==> src/rtl/meteo_arb_pkg.sv <==
// Shared types and constants for the meteo I2C byte-interface arbiter.
package meteo_arb_pkg;

  localparam int unsigned ADDR_W = 7;
  localparam int unsigned DATA_W = 8;
  localparam int unsigned CNT_W  = 16;

  typedef enum logic [1:0] {
    ST_IDLE    = 2'd0,
    ST_GRANTED = 2'd1,
    ST_BUSY    = 2'd2
  } arb_state_e;

  // One byte command as presented by a requester to the controller.
  typedef struct packed {
    logic              rdwr;
    logic              last;
    logic [ADDR_W-1:0] addr;
    logic [DATA_W-1:0] txd;
  } byte_cmd_t;

  // Ceiling log2, used to size the requester index / round-robin pointer.
  function automatic int unsigned clog2(input int unsigned value);
    int unsigned r;
    r = 0;
    for (int i = 0; i < 32; i++) begin
      if ((64'd1 << i) < 64'(value)) r = unsigned'(i + 1);
    end
    return r;
  endfunction

endpackage

==> src/rtl/meteo_i2c_arbiter_rr_pick.sv <==
// Combinational round-robin picker: first set request at or after ptr, wrapping.
module rr_pick
  import meteo_arb_pkg::*;
#(
  parameter int unsigned NREQ  = 2,
  parameter int unsigned PTR_W = clog2(NREQ)
) (
  input  logic [NREQ-1:0]  req,
  input  logic [PTR_W-1:0] ptr,
  output logic [NREQ-1:0]  gnt_c,
  output logic [PTR_W-1:0] idx_c,
  output logic             valid_c
);

  logic [PTR_W-1:0] cand;

  // Scan from the farthest candidate down so the one nearest ptr wins.
  always_comb begin
    gnt_c   = '0;
    idx_c   = '0;
    valid_c = 1'b0;
    cand    = '0;
    for (int k = NREQ - 1; k >= 0; k--) begin
      cand = PTR_W'((32'(ptr) + unsigned'(k)) % NREQ);
      if (req[cand]) begin
        gnt_c       = '0;
        gnt_c[cand] = 1'b1;
        idx_c       = cand;
        valid_c     = 1'b1;
      end
    end
  end

endmodule

==> src/rtl/meteo_i2c_arbiter.sv <==
// Round-robin arbiter sharing one bme280_i2c_ctrl byte interface between NREQ
// requesters. A grant covers a whole transfer (up to the byte flagged Last);
// one shared counter provides both the idle-grant and the per-byte timeout.
module meteo_i2c_arbiter
  import meteo_arb_pkg::*;
#(
  parameter int unsigned NREQ      = 2,
  parameter int unsigned TO_CYCLES = 4096,
  parameter int unsigned IDLE_TO   = 255
) (
  input  logic                   Clk,
  input  logic                   Rst,
  input  logic [NREQ-1:0]        Req,
  input  logic [NREQ-1:0]        Start,
  input  logic [NREQ-1:0]        Rdwr,
  input  logic [NREQ-1:0]        Last,
  input  logic [NREQ*ADDR_W-1:0] Addr,
  input  logic [NREQ*DATA_W-1:0] Txd,
  output logic [NREQ-1:0]        Gnt,
  output logic [NREQ-1:0]        Done,
  output logic [DATA_W-1:0]      Rxd,
  output logic                   Timeout,
  output logic                   I2C_start,
  output logic                   I2C_rdwr,
  output logic                   I2C_last,
  output logic [ADDR_W-1:0]      I2C_addr,
  output logic [DATA_W-1:0]      I2C_txd,
  input  logic [DATA_W-1:0]      I2C_rxd,
  input  logic                   I2C_done
);

  localparam int unsigned      PTR_W    = clog2(NREQ);
  localparam logic [CNT_W-1:0] BYTE_LIM = CNT_W'(TO_CYCLES - 1);
  localparam logic [CNT_W-1:0] IDLE_LIM = CNT_W'(IDLE_TO - 1);

  arb_state_e       state_q, state_d;
  logic [NREQ-1:0]  gnt_q, gnt_d;
  logic [PTR_W-1:0] gidx_q, gidx_d;
  logic [PTR_W-1:0] ptr_q, ptr_d;
  logic             last_q, last_d;
  logic [CNT_W-1:0] cnt_q, cnt_d;

  logic [NREQ-1:0]  pick_gnt;
  logic [PTR_W-1:0] pick_idx;
  logic             pick_valid;

  byte_cmd_t        cmd_g;
  logic             start_g;
  logic             req_g;
  logic             rel_c;
  logic [PTR_W-1:0] ptr_inc;

  rr_pick #(
    .NREQ  (NREQ),
    .PTR_W (PTR_W)
  ) u_pick (
    .req     (Req),
    .ptr     (ptr_q),
    .gnt_c   (pick_gnt),
    .idx_c   (pick_idx),
    .valid_c (pick_valid)
  );

  // Select the granted requester's command, start pulse and request level.
  always_comb begin
    cmd_g   = '0;
    start_g = 1'b0;
    req_g   = 1'b0;
    for (int i = 0; i < NREQ; i++) begin
      if (gidx_q == PTR_W'(i)) begin
        cmd_g.rdwr = Rdwr[i];
        cmd_g.last = Last[i];
        cmd_g.addr = Addr[i*ADDR_W +: ADDR_W];
        cmd_g.txd  = Txd[i*DATA_W +: DATA_W];
        start_g    = Start[i];
        req_g      = Req[i];
      end
    end
  end

  // Next round-robin position: the requester after the one being released.
  always_comb begin
    ptr_inc = gidx_q + PTR_W'(1);
    if (gidx_q == PTR_W'(NREQ - 1)) ptr_inc = '0;
  end

  // Arbitration FSM: next state, counter and controller-facing outputs.
  always_comb begin
    state_d   = state_q;
    gnt_d     = gnt_q;
    gidx_d    = gidx_q;
    ptr_d     = ptr_q;
    last_d    = last_q;
    cnt_d     = cnt_q;
    rel_c     = 1'b0;
    Timeout   = 1'b0;
    Done      = '0;
    I2C_start = 1'b0;
    I2C_rdwr  = 1'b0;
    I2C_last  = 1'b0;
    I2C_addr  = '0;
    I2C_txd   = '0;

    unique case (state_q)
      ST_IDLE: begin
        cnt_d = '0;
        if (pick_valid) begin
          gnt_d   = pick_gnt;
          gidx_d  = pick_idx;
          state_d = ST_GRANTED;
        end
      end

      ST_GRANTED: begin
        I2C_start = start_g;
        I2C_rdwr  = cmd_g.rdwr;
        I2C_last  = cmd_g.last;
        I2C_addr  = cmd_g.addr;
        I2C_txd   = cmd_g.txd;
        if (start_g) begin
          last_d  = cmd_g.last;
          cnt_d   = '0;
          state_d = ST_BUSY;
        end else if (!req_g) begin
          rel_c = 1'b1;
        end else if (cnt_q >= IDLE_LIM) begin
          rel_c   = 1'b1;
          Timeout = 1'b1;
        end else begin
          cnt_d = cnt_q + CNT_W'(1);
        end
      end

      ST_BUSY: begin
        // Requester holds its command stable until Done; keep mirroring it.
        I2C_rdwr = cmd_g.rdwr;
        I2C_last = cmd_g.last;
        I2C_addr = cmd_g.addr;
        I2C_txd  = cmd_g.txd;
        Done     = gnt_q & {NREQ{I2C_done}};
        if (I2C_done) begin
          cnt_d = '0;
          if (last_q) rel_c = 1'b1;
          else        state_d = ST_GRANTED;
        end else if (cnt_q >= BYTE_LIM) begin
          rel_c   = 1'b1;
          Timeout = 1'b1;
        end else begin
          cnt_d = cnt_q + CNT_W'(1);
        end
      end

      default: state_d = ST_IDLE;
    endcase

    // Release always passes through IDLE so grants are separated by a cycle.
    if (rel_c) begin
      state_d = ST_IDLE;
      gnt_d   = '0;
      ptr_d   = ptr_inc;
      cnt_d   = '0;
    end
  end

  // State and datapath registers with synchronous reset.
  always_ff @(posedge Clk) begin
    if (Rst) begin
      state_q <= ST_IDLE;
      gnt_q   <= '0;
      gidx_q  <= '0;
      ptr_q   <= '0;
      last_q  <= 1'b0;
      cnt_q   <= '0;
    end else begin
      state_q <= state_d;
      gnt_q   <= gnt_d;
      gidx_q  <= gidx_d;
      ptr_q   <= ptr_d;
      last_q  <= last_d;
      cnt_q   <= cnt_d;
    end
  end

  assign Gnt = gnt_q;
  assign Rxd = I2C_rxd;

endmodule

==> config.mk <==
export PLATFORM = sky130hd
export DESIGN_NAME = meteo_i2c_arbiter
export DESIGN_NICKNAME = d
export VERILOG_FILES = /design/src/rtl/meteo_arb_pkg.sv /design/src/rtl/meteo_i2c_arbiter_rr_pick.sv /design/src/rtl/meteo_i2c_arbiter.sv
export SDC_FILE = /design/constraint.sdc
export NUM_CORES = 1
export LEC_CHECK = 0
export CAP_MARGIN = 10
export CORE_ASPECT_RATIO = 1.5
export CORE_MARGIN = 3
export CORE_UTILIZATION = 45
export DETAILED_ROUTE_END_ITERATION = 7
export GPL_TIMING_DRIVEN = 0
export PLACE_DENSITY = 0.86
export SETUP_SLACK_MARGIN = 0.1
export SKIP_CTS_REPAIR_TIMING = 1
export SLEW_MARGIN = 20
export SYNTH_ARGS = -nofsm -noshare
export SYNTH_HDL_FRONTEND = slang
export SYNTH_SLANG_ARGS = --single-unit
==> constraint.sdc <==
create_clock -name Clk -period 4.6 [get_ports Clk]
set_input_delay 1.38 -clock Clk [delete_from_list [all_inputs] [get_ports Clk]]
set_output_delay 1.38 -clock Clk [all_outputs]
set_load 0.02 [all_outputs]
==> flow_summary_export.csv, run 1 <==
group,metric,value,unit
run_status,status,"complete, no violations",
worst_hold_path,min_path_type,"reg -> reg",
critical_path,cp_max_fo,4,
critical_path,r2r_slack,2.29,ns
clock_tree,cts_root_buf,"clkbuf_8",
floorplan,io_pins,80,
synth,synthCells,212,
cells_and_area,area_growth,46.6,%
route,drt_iter0_drc,82,
critical_path,cp-start-kind,"input port",
floorplan,num_rows,27,
synth,synth_area,1740,sq um
synth,async_flop_share,0,%
timing,slew_headroom,56.7,%
place,hpwl,4130,microns
synth,synth.distinct_cells,43,
critical_path,arrival,3.04,ns
timing,setup_violations,0,
clock_tree,clkTransAtPathRegs,0.08,ns
global_routing,use_met3,7.00,%
place,post-place-ws,0.200,ns
global_routing,grt_util_met2,45.3,%
clock_tree,cts_num_sinks,23,
global_routing,track_usage,23.0,%
synth,avgSynthCellArea,8.22,sq um
place,numPortBuffers,71,
critical_path,endpoint_kind,"primary output",
place,gp_congestion,0.825,
cells_and_area,diodes,0,
global_routing,grt-busiest-layer,"met2",
place,placed_cells,326,
run,warnings,31,
global_routing,grt_max_degree,13,
clock_tree,clock_path_buffers,2,
critical_path,critPathKind,"in -> out",
cells_and_area,num-nets-final,344,
global_routing,grt_util_met1,20.8,%
route,drcViolationCount,0,
timing,rsz0062_at_grt,"false",
route,drtPass1Iterations,4,
synth,yosys_area,1740,sq um
route,vias_per_cell,5.81,
timing,slew_viol_final,0,
global_routing,overflow,0,
timing,fin_ws,0.177,ns
floorplan,die_x,56.8,microns
global_routing,grt_pass1_vias,1993,
cells_and_area,drive_gt1_share,9.76,%
power,p_per_area,391,nW/um^2
synth,syn-num-nets,268,
synth,ys_warn_count,0,
clock_tree,cts_made_buffers,3,
cells_and_area,final_cells,330,
clock_tree,cts_tree,"done",
floorplan,core_util_floorplan,47.3,%
synth,flop_cell,"dfxtp_1",
timing,min_period,4.42,ns
run,drv_cap,0,
timing,fin_setup_tns,0,ns
timing,hold_violations,0,
power,power.leakage,0.996,nW
synth,ys_seq_share,26.4,%
synth,synth-seq-cells,23,
global_routing,antenna_found_initial,0,
synth,yosysCellCount,212,
power,p_total,1.00,mW
timing,finalCritPeriodShare,96.1,%
power,peakVddDrop,0.000297,V
timing,tightestPinTransition,0.649,ns
floorplan,die_area,4670,sq um
timing,max_freq,0.226,GHz
critical_path,cp.required,3.22,ns
synth,edf_count,0,
global_routing,grt_pass1_wl,8520,microns
route,antenna_left,0,
clock_tree,htreeDepth,1,
## run 1: kinds of logic after synthesis
group / Yosys count / synth area share [%]
mux: 21 / 12.1
simple gates: 86 / 29.5
buf+inv: 25 / 7.68
flops: 23 / 26.4
fa+ha+maj: 7 / 5.02
compound gates: 50 / 19.2
## run 1: where the power goes
group | total, mW | internal (mW) | switching, mW | leakage, nW
Sequential | 0.236 | 0.217 | 0.0185 | 0.186
Combinational | 0.634 | 0.301 | 0.333 | 0.787
Clock | 0.131 | 0.0620 | 0.0689 | 0.0228
## run 1: path summary, 6_finish.rpt
kind              startpoint        end  cells after the start
setup / recovery      Req[0]    Timeout                      5
hold reg to reg    cnt_q[12]  cnt_q[12]                      2
setup reg to reg  state_q[0]   cnt_q[2]                      8
hold / removal     cnt_q[12]  cnt_q[12]                      2
## run 1: worst max-delay path: stages
cell and delay (ns):
clkdlybuf4s50_1 0.55, mux2_2 0.21, nand4_1 0.09, a21boi_1 0.18, clkdlybuf4s50_1 0.63
## run 1: cell usage after synthesis, types with 7 or more instances
| cell | number | area share (%) |
|---|---|---|
| mux2i_1 | 20 | 11 |
| nor2_1 | 23 | 5.0 |
| a21oi_1 | 19 | 5.5 |
| ha_1 | 7 | 5.0 |
| dfxtp_1 | 23 | 26 |
| nor2b_1 | 19 | 6.8 |
| o31ai_1 | 10 | 4.3 |
| nand3_1 | 8 | 2.3 |
| and3_1 | 7 | 2.5 |
| buf_4 | 9 | 3.9 |
| nand2_1 | 8 | 1.7 |
## run 1: area by class of cell
type | count | area, sq um
sequential | 23 | 460
timing repair buffer | 71 | 711
buffer | 20 | 115
tap | 43 | 53.8
clock buffer | 4 | 45.0
multi-input combinational | 164 | 1150
fill | 311 | 1130
inverter | 5 | 18.8
## run 1: through the flow
stage          instance area [sq um]  utilization [%]  hold slack [ns]
6_report                        2550             69.4            0.507
5_1_grt                         2550             69.4            0.541
4_1_cts                         2550             69.3            0.507
3_3_place_gp                    2510             68.1            0.487
2_1_floorplan                   1740                -            0.470
3_5_place_dp                    2510             68.1            0.495
## run 1: placed cells by master, fill, tap and decap left out, drive strengths merged, types with 2 or more instances in the layout
master / synthesis / layout
clkdlybuf4s50: 0 / 71
dfxtp: 23 / 23
nor2: 23 / 23
mux2i: 20 / 20
a21oi: 19 / 19
nor2b: 19 / 19
buf: 15 / 15
o31ai: 11 / 11
clkbuf: 5 / 9
nand3: 8 / 8
nand2: 8 / 8
and3: 7 / 7
ha: 7 / 7
inv: 5 / 5
nand4b: 5 / 5
nand4: 4 / 4
o21ai: 4 / 4
nor4: 4 / 4
nor3b: 3 / 3
a31oi: 3 / 3
o211ai: 2 / 2
nor3: 2 / 2
## run 1: flip-flops by register name, indices dropped and copies added (netlist names)
name / cells
Gnt: 2
last_q: 1
cnt_q: 16
state_q: 2
gidx_q: 1
ptr_q: 1
## run 1: metal layers
| metal | wire [microns] | vias up |
|---|---|---|
| li1 | - | 915 |
| met1 | 1820 | 881 |
| met2 | 2740 | 106 |
| met3 | 467 | 16 |
| met4 | 148 | 0 |
| met5 | 0 | - |
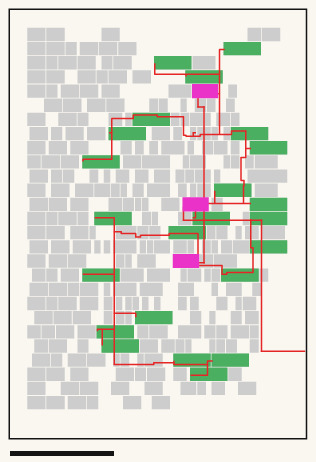
**Above:** run 1 (clock network drawn from the DEF).
The bar under the picture is 20 microns long.
[flip-flops] green | count: 23
[clock wires] red | length: 327 microns
[cells driving clock nets] magenta | count: 3
routed clock nets: 4
clock group power: 131 uW
clock share of power: 13.1%
Clock Skew: 0.00466 ns
Latency at later pin: 0.27 ns

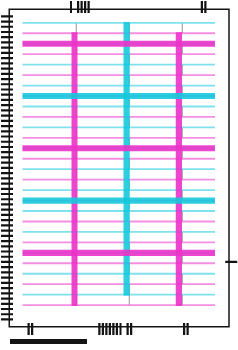
**Above:** run 1 (floorplan with the power grid).
The bar under the picture is 20 microns long. Pins as bars on the die edge. Tap cells in gray.
[VSS] magenta
[VDD] cyan
met1 rails: 28
signal pins: 80
core area: 3680 sq um
die y size: 82.2 microns

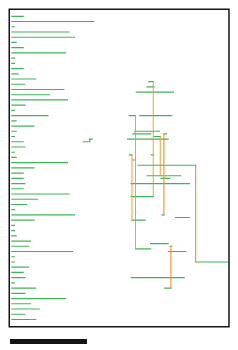
**Above:** run 1 (signal wires by layer).
The bar under the picture is 20 microns long. Two of the layers only.
[met3] green | wire length: 468 microns
[met4] orange | wire length: 149 microns
routed vias: 1,918
WL final: 5170 microns
Avg WL per Cell: 15.7 microns

**Run 1: the clock network**

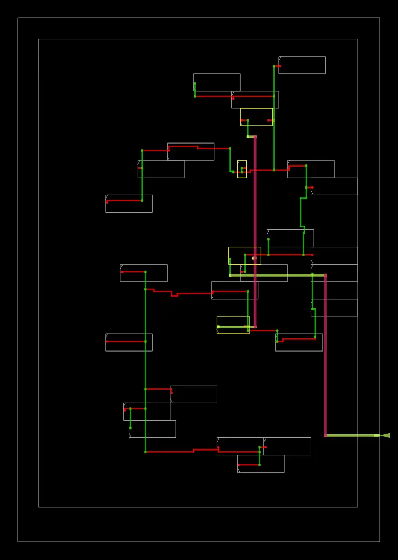

==> run 1 -> run 2 <==
- DONT_BUFFER_PORTS: not set -> 1
- PLACE_DENSITY: 0.86 -> not set
- SLEW_MARGIN: 20 -> not set
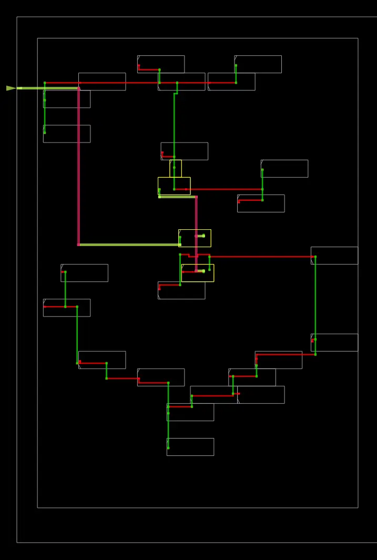
**Above:** run 2 (the clock network).
clock group power: 127 uW
# clock sinks: 23
CTS Buf Count: 3
Clock Skew: 0.0126 ns
clkbuf count: 3

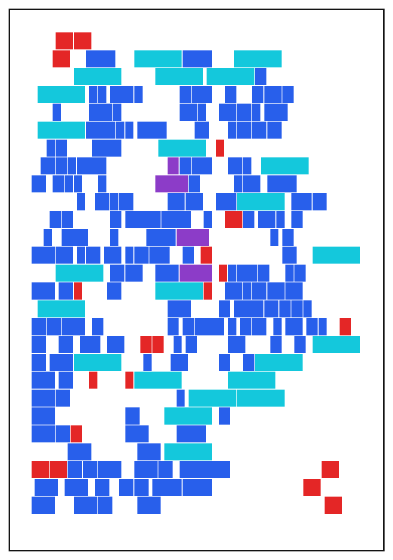
**Above:** run 2 (placed cells, one color a class).
[clock drivers and dummy loads] purple | cells: 4 | share of their area: 2.6%
[flip-flops] cyan | cells: 23 | share of their area: 26%
[all other logic] blue | cells: 169 | share of their area: 65%
[other buffers and delay cells] red | cells: 20 | share of their area: 6.4%
post-layout instance area: 1840 sq um
FP Rows: 27
fraction of area in registers: 25.0%
Core Util, Final: 50.1%

==> run 2 against run 1 <==
Against the previous run: wire length is 13% lower; clock power shrank 3%; synthesized cell count unchanged; clock skew is 0.0080 ns higher; sequential cell count stayed put; global-route usage is 3.1 points lower; final area decreased by 28%.
==> flow_summary_export.csv, run 2 <==
group,metric,value,unit
place,numPortBuffers,0,
route,drtPass1Iterations,4,
global_routing,grt_pass1_wl,7490,microns
cells_and_area,drive_gt1_share,13.0,%
timing,whs,0.507,ns
timing,rsz0062_at_grt,"false",
clock_tree,clock_path_buffers,2,
clock_tree,htreeDepth,1,
place,gp_congestion,0.835,
synth,edf_count,0,
global_routing,use_met3,3.89,%
synth,synth_area,1740,sq um
synth,synthCells,212,
global_routing,track_usage,19.8,%
route,drt_iter0_drc,33,
timing,hold_violations,0,
cells_and_area,area_growth,5.74,%
synth,top_cells_by_count,"dfxtp_1, nor2_1, mux2i_1",
floorplan,die_area,4670,sq um
floorplan,core_util_floorplan,47.3,%
global_routing,grt_max_degree,14,
critical_path,cp_max_fo,4,
cells_and_area,fillers,347,
synth,topCellsByArea,"dfxtp_1, mux2i_1, nor2b_1",
timing,min_period,3.63,ns
cells_and_area,regMostFlops,"cnt_q",
timing,slew_headroom,58.5,%
synth,synth_top_area_share,26.4,%
global_routing,grt_util_met1,20.8,%
global_routing,grt_pass1_vias,1676,
global_routing,grt-busiest-layer,"met2",
cells_and_area,lay_top_cells,"dfxtp_1, nor2_1, mux2i_1",
timing,max_freq,0.276,GHz
cells_and_area,largest_register_ffs,16,
critical_path,critPathKind,"in -> out",
power,power.leakage,0.730,nW
run_status,status,"complete, no violations",
synth,largest_area_cell,"dfxtp_1",
synth,ys_seq_share,26.4,%
cells_and_area,num-nets-final,273,
synth,syn-num-nets,268,
run,warnings,31,
critical_path,endpoint_kind,"primary output",
clock_tree,cts_root_buf,"clkbuf_8",
clock_tree,insertion_delay,0.27,ns
route,vias_per_cell,6.21,
timing,slew_viol_final,0,
critical_path,arrival,2.25,ns
critical_path,cp-start-kind,"input port",
timing,finalCritPeriodShare,78.9,%
synth,yosysCellCount,212,
route,vias,1609,
global_routing,overflow,0,
clock_tree,cts_tree,"done",
power,p_per_area,440,nW/um^2
global_routing,antenna_found_initial,0,
critical_path,r2r_slack,2.24,ns
synth,synth.distinct_cells,43,
route,wire_per_inst,17.5,microns
worst_hold_path,min_path_type,"reg -> reg",
route,wl,4520,microns
critical_path,cp.required,3.22,ns
timing,tightestPinTransition,0.623,ns
floorplan,coreArea,3680,sq um
floorplan,io_pins,80,
timing,setup_violations,0,
place,hpwl,3570,microns
clock_tree,clkTransAtPathRegs,0.09,ns
cells_and_area,diodes,0,
synth,avgSynthCellArea,8.22,sq um
synth,async_flop_share,0,%
timing,fin_setup_tns,0,ns
synth,yosys_area,1740,sq um
synth,ys_warn_count,0,
global_routing,grt_util_met2,38.3,%
synth,synth-seq-cells,23,
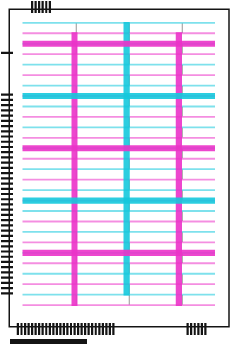
**Above:** run 2 (floorplan with the power grid).
The bar under the picture is 20 microns long. Pins as bars on the die edge. Tap cells in gray.
[VSS] magenta
[VDD] cyan
met5 straps: 5
met1 rails: 28
tap cells: 43
chip width: 56.8 microns
maximum vdd drop: 0.000278 V

-- run 2: cell counts after synthesis --
Identical to the previous run, type by type.
-- run 2: metal layers --
layer | vias to the layer above | part of all wire [%]
met2 | 58 | 55
li1 | 772 | -
met1 | 770 | 38
met3 | 9 | 5.4
met5 | - | 0
met4 | 0 | 1.4
-- run 2: layout make-up --
| cell class | count | area (sq um) | share of cell area [%] |
|---|---|---|---|
| clock buffer | 3 | 41.3 | 2.24 |
| buffer | 20 | 115 | 6.25 |
| tap | 43 | 53.8 | 2.92 |
| multi-input combinational | 164 | 1150 | 62.3 |
| inverter | 5 | 18.8 | 1.02 |
| sequential | 23 | 460 | 25.0 |
| clock inverter | 1 | 5.00 | 0.272 |
-- run 2: cells by family (layout without fill, tap and decap cells) --
| kind of cell | after synthesis | in the layout | share of synthesized area, % |
|---|---|---|---|
| AND/OR/NAND/NOR | 86 | 86 | 29.5 |
| AND-OR/OR-AND | 50 | 50 | 19.2 |
| buffers and inverters | 25 | 29 | 7.68 |
| flip-flops | 23 | 23 | 26.4 |
| multiplexers | 21 | 21 | 12.1 |
| adder cells (fa/ha/maj) | 7 | 7 | 5.02 |
-- run 2: report_power, final --
part | internal (mW) | switching (mW)
sequential | 0.217 | 0.0243
clock | 0.0605 | 0.0662
combinational | 0.147 | 0.296
-- run 2: path summary, 6_finish.rpt --
path                                  to  cells after the start  startpoint
worst max-delay path             Timeout                      3    Start[1]
worst min-delay path              last_q                      2      last_q
worst max register to register  cnt_q[6]                      8  state_q[0]
worst min register to register    last_q                      2      last_q
-- run 2: critical path, stage by stage --
cell and delay, ns:
mux2i_1 0.30, nand4_1 0.14, a21boi_1 0.43
-- run 2: stage by stage --
step / std cells / total power [mW] / worst slack [ns] / area [sq um]
after global routing: 259 / 0.866 / 0.935 / 1840
after global placement: 255 / 0.681 / 1.02 / 1800
after detailed placement: 255 / 0.689 / 0.988 / 1800
final: 259 / 0.811 / 0.971 / 1840
after CTS: 259 / 0.816 / 0.990 / 1840
after floorplan: 212 / 0.617 / 1.12 / 1740
==> run 2 -> run 3 <==
- clock period: 4.6 -> 3.79 ns (I/O delays scaled with it)
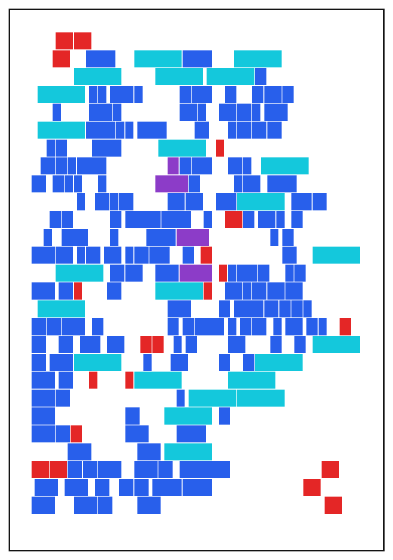
**Above:** run 3 (placed cells, one color a class).
[flip-flops] cyan | cells: 23 | share of their area: 26%
[clock drivers and dummy loads] purple | cells: 4 | share of their area: 2.6%
[all other logic] blue | cells: 169 | share of their area: 65%
[other buffers and delay cells] red | cells: 20 | share of their area: 6.4%

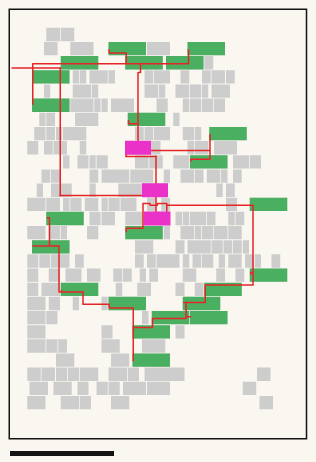
**Above:** run 3 (clock network drawn from the DEF).
The bar under the picture is 20 microns long.
[flip-flops] green | count: 23
[clock wires] red | length: 293 microns
[cells driving clock nets] magenta | count: 3
routed clock nets: 4
clock share of power: 15.6%
clock group power: 154 uW

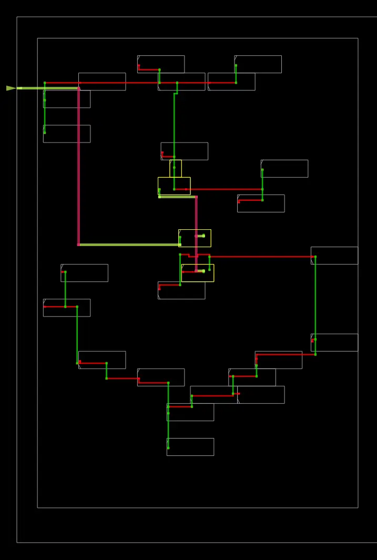
**Above:** run 3 (the clock network).
Flop Count: 23

==> run 3 against run 2 <==
Against the previous run: power increased by 21%; largest power group unchanged; area after synthesis unchanged; global-route usage is the same; combinational power up 21%.
==> flow_summary_export.csv, run 3 <==
group,metric,value,unit
synth,largest_area_cell,"dfxtp_1",
timing,finalCritPeriodShare,84.4,%
clock_tree,cts_made_buffers,3,
synth,synth-seq-cells,23,
global_routing,track_usage,19.8,%
clock_tree,insertion_delay,0.27,ns
worst_hold_path,hold_start,"last_q",
global_routing,grt_max_degree,14,
floorplan,io_pins,80,
critical_path,r2r_start,"state_q[0]",
synth,topCellsByArea,"dfxtp_1, mux2i_1, nor2b_1",
place,hpwl,3570,microns
power,p_total,984,uW
critical_path,crit_slowest_cell,"buf_1",
route,vias,1609,
route,wire_per_inst,17.5,microns
route,drcViolationCount,0,
run_status,status,"complete, no violations",
global_routing,grt_util_met1,20.8,%
power,power.leakage,0.730,nW
synth,yosys_area,1740,sq um
critical_path,cp-start-kind,"flop",
floorplan,num_rows,27,
critical_path,crit_path_max_incr_delay,0.51,ns
global_routing,grt-busiest-layer,"met2",
cells_and_area,diodes,0,
power,power_frac_comb,54.6,%
timing,min_period,3.20,ns
synth,syn-num-nets,268,
synth,synth.distinct_cells,43,
cells_and_area,largest_register_ffs,16,
floorplan,coreArea,3680,sq um
worst_hold_path,whs_endpoint,"last_q",
place,numPortBuffers,0,
clock_tree,htreeDepth,1,
synth,top_cells_by_count,"dfxtp_1, nor2_1, mux2i_1",
route,wl,4520,microns
timing,slew_viol_final,0,
synth,async_flop_share,0,%
critical_path,cp.required,2.65,ns
route,drtPass1Iterations,4,
synth,avgSynthCellArea,8.22,sq um
cells_and_area,final_util,50.1,%
power,swShare,47.7,%
run,drv_cap,0,
synth,yosysCellCount,212,
timing,hold_violations,0,
global_routing,grt_util_met2,38.3,%
floorplan,core_util_floorplan,47.3,%
global_routing,grt_pass1_wl,7490,microns
power,seqPwrFrac,29.8,%
critical_path,critPathKind,"reg -> out",
cells_and_area,drive_gt1_share,13.0,%
synth,synth_top_area_share,26.4,%
power,p_per_area,534,nW/um^2
clock_tree,clock_path_buffers,2,
route,drt_iter0_drc,33,
run,warnings,31,
route,antenna_left,0,
critical_path,timing.rr.end,"cnt_q[6]",
synth,flop_cell,"dfxtp_1",
global_routing,antenna_found_initial,0,
synth,edf_count,0,
timing,tightestPinTransition,0.623,ns
timing,fin_setup_tns,0,ns
timing,max_freq,0.312,GHz
cells_and_area,lay_top_cells,"dfxtp_1, nor2_1, mux2i_1",
critical_path,arrival,2.06,ns
route,vias_per_cell,6.21,
floorplan,die_x,56.8,microns
clock_tree,cts_root_buf,"clkbuf_8",
worst_hold_path,hold_depth,2,
worst_hold_path,min_path_type,"reg -> reg",
synth,ys_seq_share,26.4,%
timing,rsz0062_at_grt,"false",
critical_path,cp_max_fo,10,
clock_tree,cts_num_sinks,23,
timing,setup_violations,0,
synth,synthCells,212,
cells_and_area,area_growth,5.74,%
critical_path,r2r_slack,1.43,ns
power,p_int,515,uW
clock_tree,clkTransAtPathRegs,0.09,ns
global_routing,use_met3,3.89,%
global_routing,grt_pass1_vias,1676,
cells_and_area,regMostFlops,"cnt_q",
timing,fin_worst_skew,0.0126,ns
place,gp_congestion,0.835,
floorplan,die_y,82.2,microns
global_routing,overflow,0,
synth,synth_area,1740,sq um
critical_path,worstRegToRegCells,8,
power,switching_power,469,uW
floorplan,die_area,4670,sq um
clock_tree,cts_tree,"done",
critical_path,crit_path_cell_trace,"buf_1, buf_2, mux2i_1, nor2b_1",
critical_path,endpoint_kind,"primary output",
timing,slew_headroom,58.5,%
timing,whs,0.507,ns
cells_and_area,num-nets-final,273,
power,peakVddDrop,0.000338,V
synth,ys_warn_count,0,
## run 3: cell counts in the layout (fill, tap and decap cells not counted)
Identical to the previous run, type by type.
## run 3: layout make-up
| type | instances | area (sq um) |
|---|---|---|
| well taps | 43 | 53.8 |
| multi-input cells | 164 | 1150 |
| clock inverters | 1 | 5.00 |
| fillers | 347 | 1840 |
| flip-flops and latches | 23 | 460 |
| inverters | 5 | 18.8 |
| plain buffers | 20 | 115 |
| clock buffers | 3 | 41.3 |
## run 3: worst max path at each step
stage,startpoint,to,depth (start not counted)
3_5_place_dp,Start[1],Timeout,3
3_3_place_gp,Start[1],Timeout,3
5_1_grt,gidx_q,I2C_addr[0],4
6_report,gidx_q,I2C_addr[0],4
4_1_cts,gidx_q,I2C_addr[0],4
2_1_floorplan,Start[1],Timeout,3
## run 3: cells by family (layout without fill, tap and decap cells)
group,after synthesis,count (layout),share of synthesized area [%]
buf+inv,25,29,7.68
simple gates,86,86,29.5
compound gates,50,50,19.2
flops,23,23,26.4
fa+ha+maj,7,7,5.02
mux,21,21,12.1
## run 3: metal layers
layer	routed length [microns]	up-vias
met5	0	-
met4	65	0
met3	245	9
met2	2480	58
met1	1730	770
li1	-	772
## run 3: worst max-delay path: cells and delay by family, from the launching register on
kind	cells	cell delay [ns]
buffers and inverters	2	0.90
flip-flops	1	0.39
multiplexers	1	0.13
AND/OR/NAND/NOR	1	0.37
## run 3: power groups by stage
stage          Sequential [mW]  Combinational, mW  Clock, mW
6_report                 0.293              0.537      0.154
5_1_grt                  0.298              0.587      0.166
4_1_cts                  0.294              0.540      0.157
3_5_place_dp             0.299              0.537          0
3_3_place_gp             0.297              0.530          0
2_1_floorplan            0.292              0.456          0
## run 3: metrics by stage
| stage | cells | cell area, sq um | worst slack, ns |
|---|---|---|---|
| after floorplan | 212 | 1740 | 0.795 |
| after global placement | 255 | 1800 | 0.694 |
| after detailed placement | 255 | 1800 | 0.664 |
| after CTS | 259 | 1840 | 0.579 |
| after global routing | 259 | 1840 | 0.450 |
| final | 259 | 1840 | 0.590 |
Power figures rest on the tool's default switching activity, not on a simulated workload.
